File: src/rtl/sim_mon_pkg.sv
// Shared types for the end-of-simulation monitor: FSM states, first-failure record and
// a lowest-set-bit helper used to pick the winning channel.
package sim_mon_pkg;

  localparam int MAX_CHAN   = 32;
  localparam int CHAN_IDX_W = 5;
  localparam int MAX_CODE_W = 32;
  localparam int MAX_CYC_W  = 64;

  typedef enum logic [1:0] {RUN, DRAIN_P, DRAIN_F, DONE} mon_state_t;

  // Sized for the largest legal configuration; the top trims fields to its parameters.
  typedef struct packed {
    logic [CHAN_IDX_W-1:0] chan;
    logic [MAX_CODE_W-1:0] code;
    logic                  is_timeout;
    logic [MAX_CYC_W-1:0]  cycle;
  } first_rec_t;

  function automatic logic [CHAN_IDX_W-1:0] lowest_set(input logic [MAX_CHAN-1:0] v);
    logic [CHAN_IDX_W-1:0] res;
    res = '0;
    for (int i = MAX_CHAN - 1; i >= 0; i--) begin
      if (v[i]) res = CHAN_IDX_W'(i);
    end
    return res;
  endfunction

endpackage

File: src/rtl/sim_mon_wdog.sv
// Single-channel watchdog: counts consecutive idle cycles and pulses timeout once on the
// limit-th idle cycle, then holds until progress, disable or a zero limit clears it.
module sim_mon_wdog #(
  parameter int WDOG_W = 16
) (
  input  logic              clk,
  input  logic              reset,
  input  logic              progress,
  input  logic              en,
  input  logic [WDOG_W-1:0] limit,
  output logic              timeout
);

  logic [WDOG_W-1:0] cnt;
  logic              clear;

  assign clear   = progress | ~en | (limit == '0);
  assign timeout = ~clear & (cnt == limit - WDOG_W'(1));

  // Stops at the limit so the timeout cannot fire twice without an intervening clear.
  always_ff @(posedge clk) begin
    if (reset) begin
      cnt <= '0;
    end else if (clear) begin
      cnt <= '0;
    end else if (cnt < limit) begin
      cnt <= cnt + WDOG_W'(1);
    end
  end

endmodule

File: src/rtl/sim_fail_monitor.sv
// Multi-channel end-of-simulation arbiter: records the first failure (channel, code,
// timestamp), counts a drain period after fail or pass, then raises done.
module sim_fail_monitor
  import sim_mon_pkg::*;
#(
  parameter int NUM_CHAN     = 4,
  parameter int CODE_W       = 8,
  parameter int DRAIN_CYCLES = 2,
  parameter int WDOG_W       = 16,
  parameter int CYC_W        = 32,
  parameter int CNT_W        = 8,
  localparam int CHAN_W      = (NUM_CHAN > 1) ? $clog2(NUM_CHAN) : 1
) (
  input  logic                       clk,
  input  logic                       reset,
  input  logic [NUM_CHAN-1:0]        fail_req,
  input  logic [NUM_CHAN*CODE_W-1:0] fail_code,
  input  logic [NUM_CHAN-1:0]        progress,
  input  logic [NUM_CHAN-1:0]        wdog_en,
  input  logic [WDOG_W-1:0]          wdog_limit,
  input  logic                       pass_req,
  output logic                       fail_flag,
  output logic                       pass_flag,
  output logic                       done,
  output logic [CHAN_W-1:0]          first_chan,
  output logic [CODE_W-1:0]          first_code,
  output logic                       first_is_timeout,
  output logic [CYC_W-1:0]           first_cycle,
  output logic [CNT_W-1:0]           fail_count
);

  localparam int DRAIN_W = (DRAIN_CYCLES > 0) ? $clog2(DRAIN_CYCLES + 1) : 1;
  localparam int DLAST   = (DRAIN_CYCLES > 0) ? DRAIN_CYCLES - 1 : 0;

  mon_state_t            state, state_n;
  first_rec_t            rec, rec_n, sel_rec;
  logic [DRAIN_W-1:0]    drain_cnt, drain_n;
  logic [CNT_W-1:0]      count_n;
  logic                  fail_n, pass_n, done_n;
  logic [CYC_W-1:0]      cyc;
  logic [NUM_CHAN-1:0]   timeout;
  logic [NUM_CHAN-1:0]   events;
  logic                  any_ev;
  logic [CHAN_IDX_W-1:0] sel_chan;
  logic [CODE_W-1:0]     sel_code;
  logic                  sel_is_to;

  for (genvar i = 0; i < NUM_CHAN; i++) begin : g_wdog
    sim_mon_wdog #(.WDOG_W(WDOG_W)) u_wdog (
      .clk      (clk),
      .reset    (reset),
      .progress (progress[i]),
      .en       (wdog_en[i]),
      .limit    (wdog_limit),
      .timeout  (timeout[i])
    );
  end

  assign events   = fail_req | timeout;
  assign any_ev   = |events;
  assign sel_chan = lowest_set(MAX_CHAN'(events));

  // A fail request on the winning channel takes precedence over its own timeout.
  always_comb begin
    sel_code  = '0;
    sel_is_to = 1'b0;
    for (int i = 0; i < NUM_CHAN; i++) begin
      if (CHAN_IDX_W'(i) == sel_chan) begin
        sel_code  = fail_req[i] ? fail_code[i*CODE_W +: CODE_W] : '0;
        sel_is_to = ~fail_req[i];
      end
    end
    sel_rec            = '0;
    sel_rec.chan       = sel_chan;
    sel_rec.code       = MAX_CODE_W'(sel_code);
    sel_rec.is_timeout = sel_is_to;
    sel_rec.cycle      = MAX_CYC_W'(cyc);
  end

  always_comb begin
    state_n = state;
    rec_n   = rec;
    drain_n = drain_cnt;
    fail_n  = fail_flag;
    pass_n  = pass_flag;
    done_n  = done;
    count_n = fail_count;
    case (state)
      RUN: begin
        if (any_ev) begin
          rec_n   = sel_rec;
          fail_n  = 1'b1;
          state_n = DRAIN_F;
        end else if (pass_req) begin
          pass_n  = 1'b1;
          state_n = DRAIN_P;
        end
      end
      DRAIN_P: begin
        if (any_ev) begin
          rec_n   = sel_rec;
          pass_n  = 1'b0;
          fail_n  = 1'b1;
          state_n = DRAIN_F;
        end
      end
      default: ;
    endcase
    // Any transition into a drain state (re)starts the drain; a zero drain skips it.
    if (state_n != state && state_n != DONE) begin
      if (DRAIN_CYCLES == 0) begin
        state_n = DONE;
        done_n  = 1'b1;
      end else begin
        drain_n = '0;
      end
    end else if (state == DRAIN_P || state == DRAIN_F) begin
      if (drain_cnt == DRAIN_W'(DLAST)) begin
        state_n = DONE;
        done_n  = 1'b1;
      end else begin
        drain_n = drain_cnt + DRAIN_W'(1);
      end
    end
    if (state != DONE && any_ev && fail_count != {CNT_W{1'b1}}) begin
      count_n = fail_count + CNT_W'(1);
    end
  end

  always_ff @(posedge clk) begin
    if (reset) begin
      state      <= RUN;
      rec        <= '0;
      drain_cnt  <= '0;
      fail_flag  <= 1'b0;
      pass_flag  <= 1'b0;
      done       <= 1'b0;
      fail_count <= '0;
      cyc        <= '0;
    end else begin
      state      <= state_n;
      rec        <= rec_n;
      drain_cnt  <= drain_n;
      fail_flag  <= fail_n;
      pass_flag  <= pass_n;
      done       <= done_n;
      fail_count <= count_n;
      cyc        <= cyc + CYC_W'(1);
    end
  end

  assign first_chan       = rec.chan[CHAN_W-1:0];
  assign first_code       = rec.code[CODE_W-1:0];
  assign first_is_timeout = rec.is_timeout;
  assign first_cycle      = rec.cycle[CYC_W-1:0];

endmodule

File: config.mk
export PLATFORM = sky130hd
export DESIGN_NAME = sim_fail_monitor
export DESIGN_NICKNAME = d
export VERILOG_FILES = /design/src/rtl/sim_mon_pkg.sv /design/src/rtl/sim_mon_wdog.sv /design/src/rtl/sim_fail_monitor.sv
export SDC_FILE = /design/constraint.sdc
export NUM_CORES = 1
export LEC_CHECK = 0
export ABC_AREA = 0
export CORE_MARGIN = 2
export CORE_UTILIZATION = 40
export CTS_CLUSTER_DIAMETER = 150
export DETAILED_ROUTE_END_ITERATION = 8
export PLACE_DENSITY = 0.66
export SYNTH_ARGS = -nofsm -noshare
export SYNTH_HDL_FRONTEND = slang
export SYNTH_SLANG_ARGS = --single-unit
File: constraint.sdc
create_clock -name clk -period 4.8 [get_ports clk]
set_input_delay 1.2 -clock clk [delete_from_list [all_inputs] [get_ports clk]]
set_output_delay 1.2 -clock clk [all_outputs]
set_load 0.02 [all_outputs]
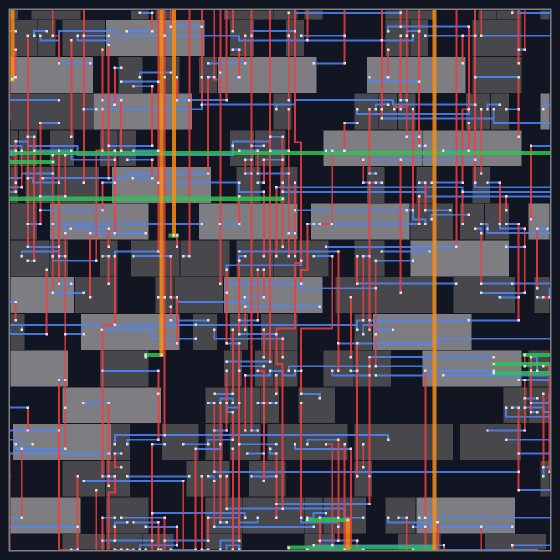
Figure 1: close-up of the layout.
Region (61, 94) to (101, 134) um. Cells in grey, sequential cells in the stronger grey; small squares are vias.
- met1: blue
- met3: green
- met2: red
- met4: orange
- netlist names of flops here include: cyc (7), first_cycle (6), g_wdog.u_wdog.cnt (4)
- sequential cells in the window: 22
- most frequent: nand2_1 (23), dfxtp_1 (22), a21oi_1 (11)
- cells with their middle in the window: 109

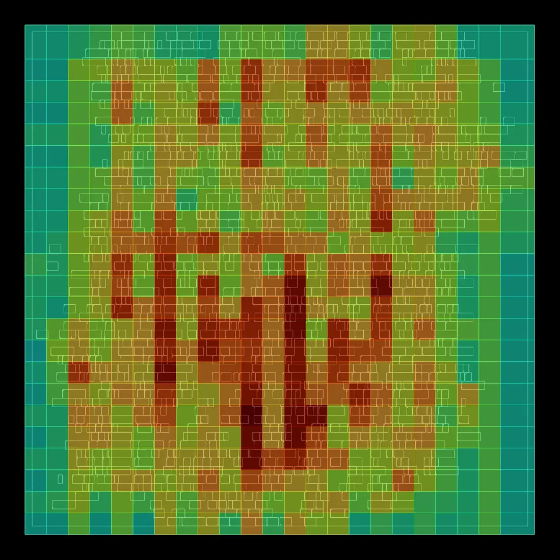
Figure 2: routing congestion.
final core utilization: 0.503
grt met3 use: 0.0331

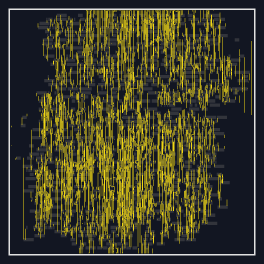
Figure 3: met2 routing.
(1.5 px per um)
- share of all routed wire: 46%
- main direction: vertical
- longest straight run: 54.4 um
- nets with wire on the layer: 1285
- wire length on this layer: 14200 um

==> impl_metrics.toml <==
# flow metrics
[timing]
clock_skew_ns = 0.0108
worst_slack_ns = 0.358
fmax_mhz = 225
tns_ns = 0
timing.slew.headroom = 0.197
hold_viol = 0
holdWs_ns = 0.454
worst_slew_pin_slew_ns = 1.20
rsz0062_at_grt = "no"
finalSetupViolCount = 0
period_used_share = 0.925
drv_slew = 0
finalCriticalPeriod_ns = 4.44

[placement]
place_area_um2 = 12000
dp.cells = 1687
io_buffers = 116
dpl_worst_slack_ns = -0.0714
dpl.hpwl_um = 23200
gp_congestion = 0.990

[logic_synthesis]
synthesis.nets = 1366
edf_count = 0
synth.avg_cell_area_um2 = 8.21
synth.area.mux_share = 0.00994
synth-async-reset-ratio = 0
synth_cells = 1227
ff_type = "dfxtp_1"
ys_ff = 154
fa_ha_area_frac = 0.0944
yosysTopAreaCell = "dfxtp_1"
xor_share = 0.104
ys_types = 80
syn_area_um2 = 10100
ys_seq_share = 0.306
yosys_warnings = 0
synth.cellmix.simpleShare = 0.263
synthAoiAreaFrac = 0.180
synthDominantCellAreaShare = 0.306
yosysChipArea_um2 = 10100
area_leaders = "dfxtp_1 31%, ha_1 9.4%, xnor2_1 6.3%"
common_cells = "154 x dfxtp_1, 131 x nand2_1, 101 x a21oi_1, 101 x nor2_1, 76 x ha_1"
yosysMostFrequentCell = "dfxtp_1"
topCombFamilyByArea = "simple AND/OR/NAND/NOR gates"
ys_cells = 1227

[critical_path]
crit_chain = "clkdlybuf4s50_1 -> inv_1 -> ha_1 -> or4b_1 -> nor4_4 -> buf_4 -> a311oi_1 -> o221ai_1 -> nor4_1 -> buf_4 -> a31oi_2 -> nand4_2 -> buf_4 -> or4_4 -> a21oi_1 -> nor3_1"
critPathMaxStageDelay_ns = 0.49
critPathArrivalTime_ns = 4.72
required_ns = 5.07
cp-end-kind = "flop"
startpoint_type = "input pin"
cp_slowest_cell = "or4_4"
crit_fanout = 9
path_class = "input pin to flop"
cp_common_cell = "buf_4"

[floorplan]
row_count = 58
fp_util = 0.403
die_width_um = 163
die_h_um = 163
die_area_um2 = 26500
core_um2 = 25000
ios = 117

[cells_and_area]
mostFrequentLayoutCell = "dfxtp_1"
final_area_um2 = 12600
drive_above_1_share = 0.0994
final_cell_mix = "154 x dfxtp_1, 131 x nand2_1, 115 x clkdlybuf4s50_1"
syn_to_final_growth_pct = 24.8
fin_nets = 1515
fillers = 2415
antennaDiodeCount = 0
layout.cells.non_filler = 1719

[routing]
routed_via_density = 5.69
routed-via-count = 9786
ant_nets = 0
drcViolationCount = 0
routedWlPerCell_um = 18.0
totalWireLength_um = 31000
first_pass_iters = 7
first_iter_violations = 668

[global_routing]
grt_overflow = 0
grt_pass1_vias = 9050
grt_max_degree = 93
grt_pass1_wl_um = 49100
grt_util_all_layers = 0.235
antenna_found_initial = 0

[clocking]
clk_pin_slew_ns = 0.07
post-cts-setup-buffers = 0
cts_buffers = 17
clock_path_buffers = 2
ctsHoldBuffers = 0
worstSkewPairLatency_ns = 0.44
htreeDepth = 4
cts_tree = "yes"
cts_resized = 0
cts_root_buf = "clkbuf_16"
cts.sinks = 154

[power]
finalPower_mw = 3.20
power.leakage_nw = 4.81
pwr_density_cell_nw_per_um2 = 254
ir_drop_mv = 0.196

[outcome]
outcome = "complete, no violations"

[job]
warnings = 29
drv_cap = 0

[worst_hold_path]
hp-class = "flop to flop"
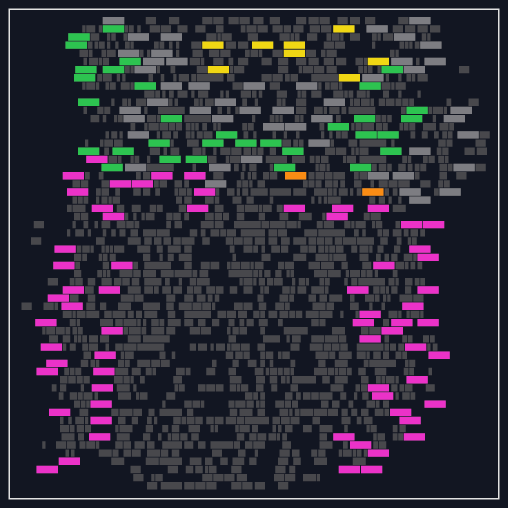
Figure 4: where the registers sit.
(3 px per um)
- cyc: green (placed flops 32; where a band across the top)
- state: orange (placed flops 2)
- first_code: yellow (placed flops 8; where north)
- g_wdog.u_wdog.cnt: magenta (placed flops 64)
- not coloured: 48
sequential power: 1.33 mW
Storage cell area: 3080 um^2

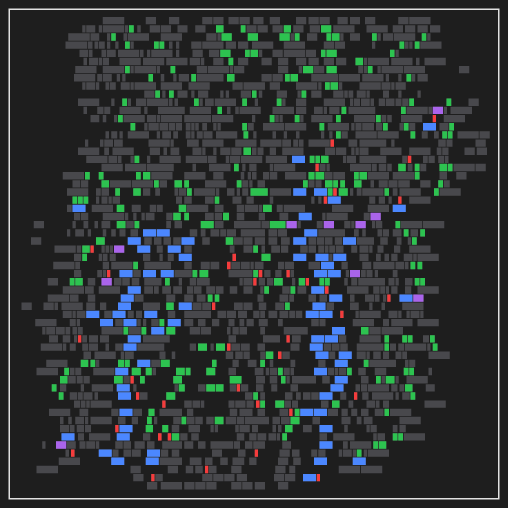
Figure 5: gate-type map.
(3 px per um)
- inverting AOI/OAI gates: green (cells 221; most used a21oi_1)
- inverters: red (cells 38; most used inv_1)
- multiplexers: purple (cells 10; most used mux2i_1)
- adder and majority cells: blue (cells 76; most used ha_1)

## flip-flops by register name, indices dropped and copies added (netlist names)
signal and cells:
state 2, first_cycle 32, fail_count 8, first_code 8, pass_flag 1, g_wdog.u_wdog.cnt 64, cyc 32, fail_flag 1
first_chan 2, drain_cnt 2, first_is_timeout 1, done 1
## path summary, 6_finish.rpt
path,from,endpoint,slack (ns),depth (start not counted)
worst min-delay path,first_cycle[9],first_cycle[9],0.45,2
worst max-delay path,wdog_limit[1],drain_cnt[0],0.36,16
worst max register to register,g_wdog[2].u_wdog.cnt[0],fail_count[5],1.44,12
worst min register to register,first_cycle[9],first_cycle[9],0.45,2
## routing by layer
metal  GRT usage  vias to the layer above  part of all wire
li1            -                     4774                 -
met4      0.0973                        0             0.036
met2       0.376                      273              0.46
met5           0                        -                 0
met1       0.319                     4668              0.45
met3      0.0331                       71             0.049
## cell families (layout without fill, tap and decap cells)
logic type	count (synthesis)	after routing
xor+xnor	111	111
buf+inv	101	263
flops	154	154
mux	10	10
simple gates	497	497
compound gates	278	278
fa+ha+maj	76	76
## where the power goes
group	switching, mW	internal (mW)	leakage [nW]
clock	0.649	0.702	0.293
sequential	0.0246	1.31	1.25
combinational	0.292	0.224	3.27
total	0.966	2.23	4.81
## final cells by class
class,count,area [um^2],area share
clock buffer,17,425,0.0338
clock inverter,15,170,0.0135
inverter,38,143,0.0113
multi-input combinational,972,6560,0.522
sequential,154,3080,0.245
tap,330,413,0.0329
timing repair buffer,193,1770,0.141
## critical path: cells and delay by family
family	cells	cell delay (ns)
AND/OR/NAND/NOR	6	1.64
buffers and inverters	5	1.12
AND-OR/OR-AND	4	0.56
adder cells (fa/ha/maj)	1	0.18
Power is estimated from default activity; no workload was simulated.
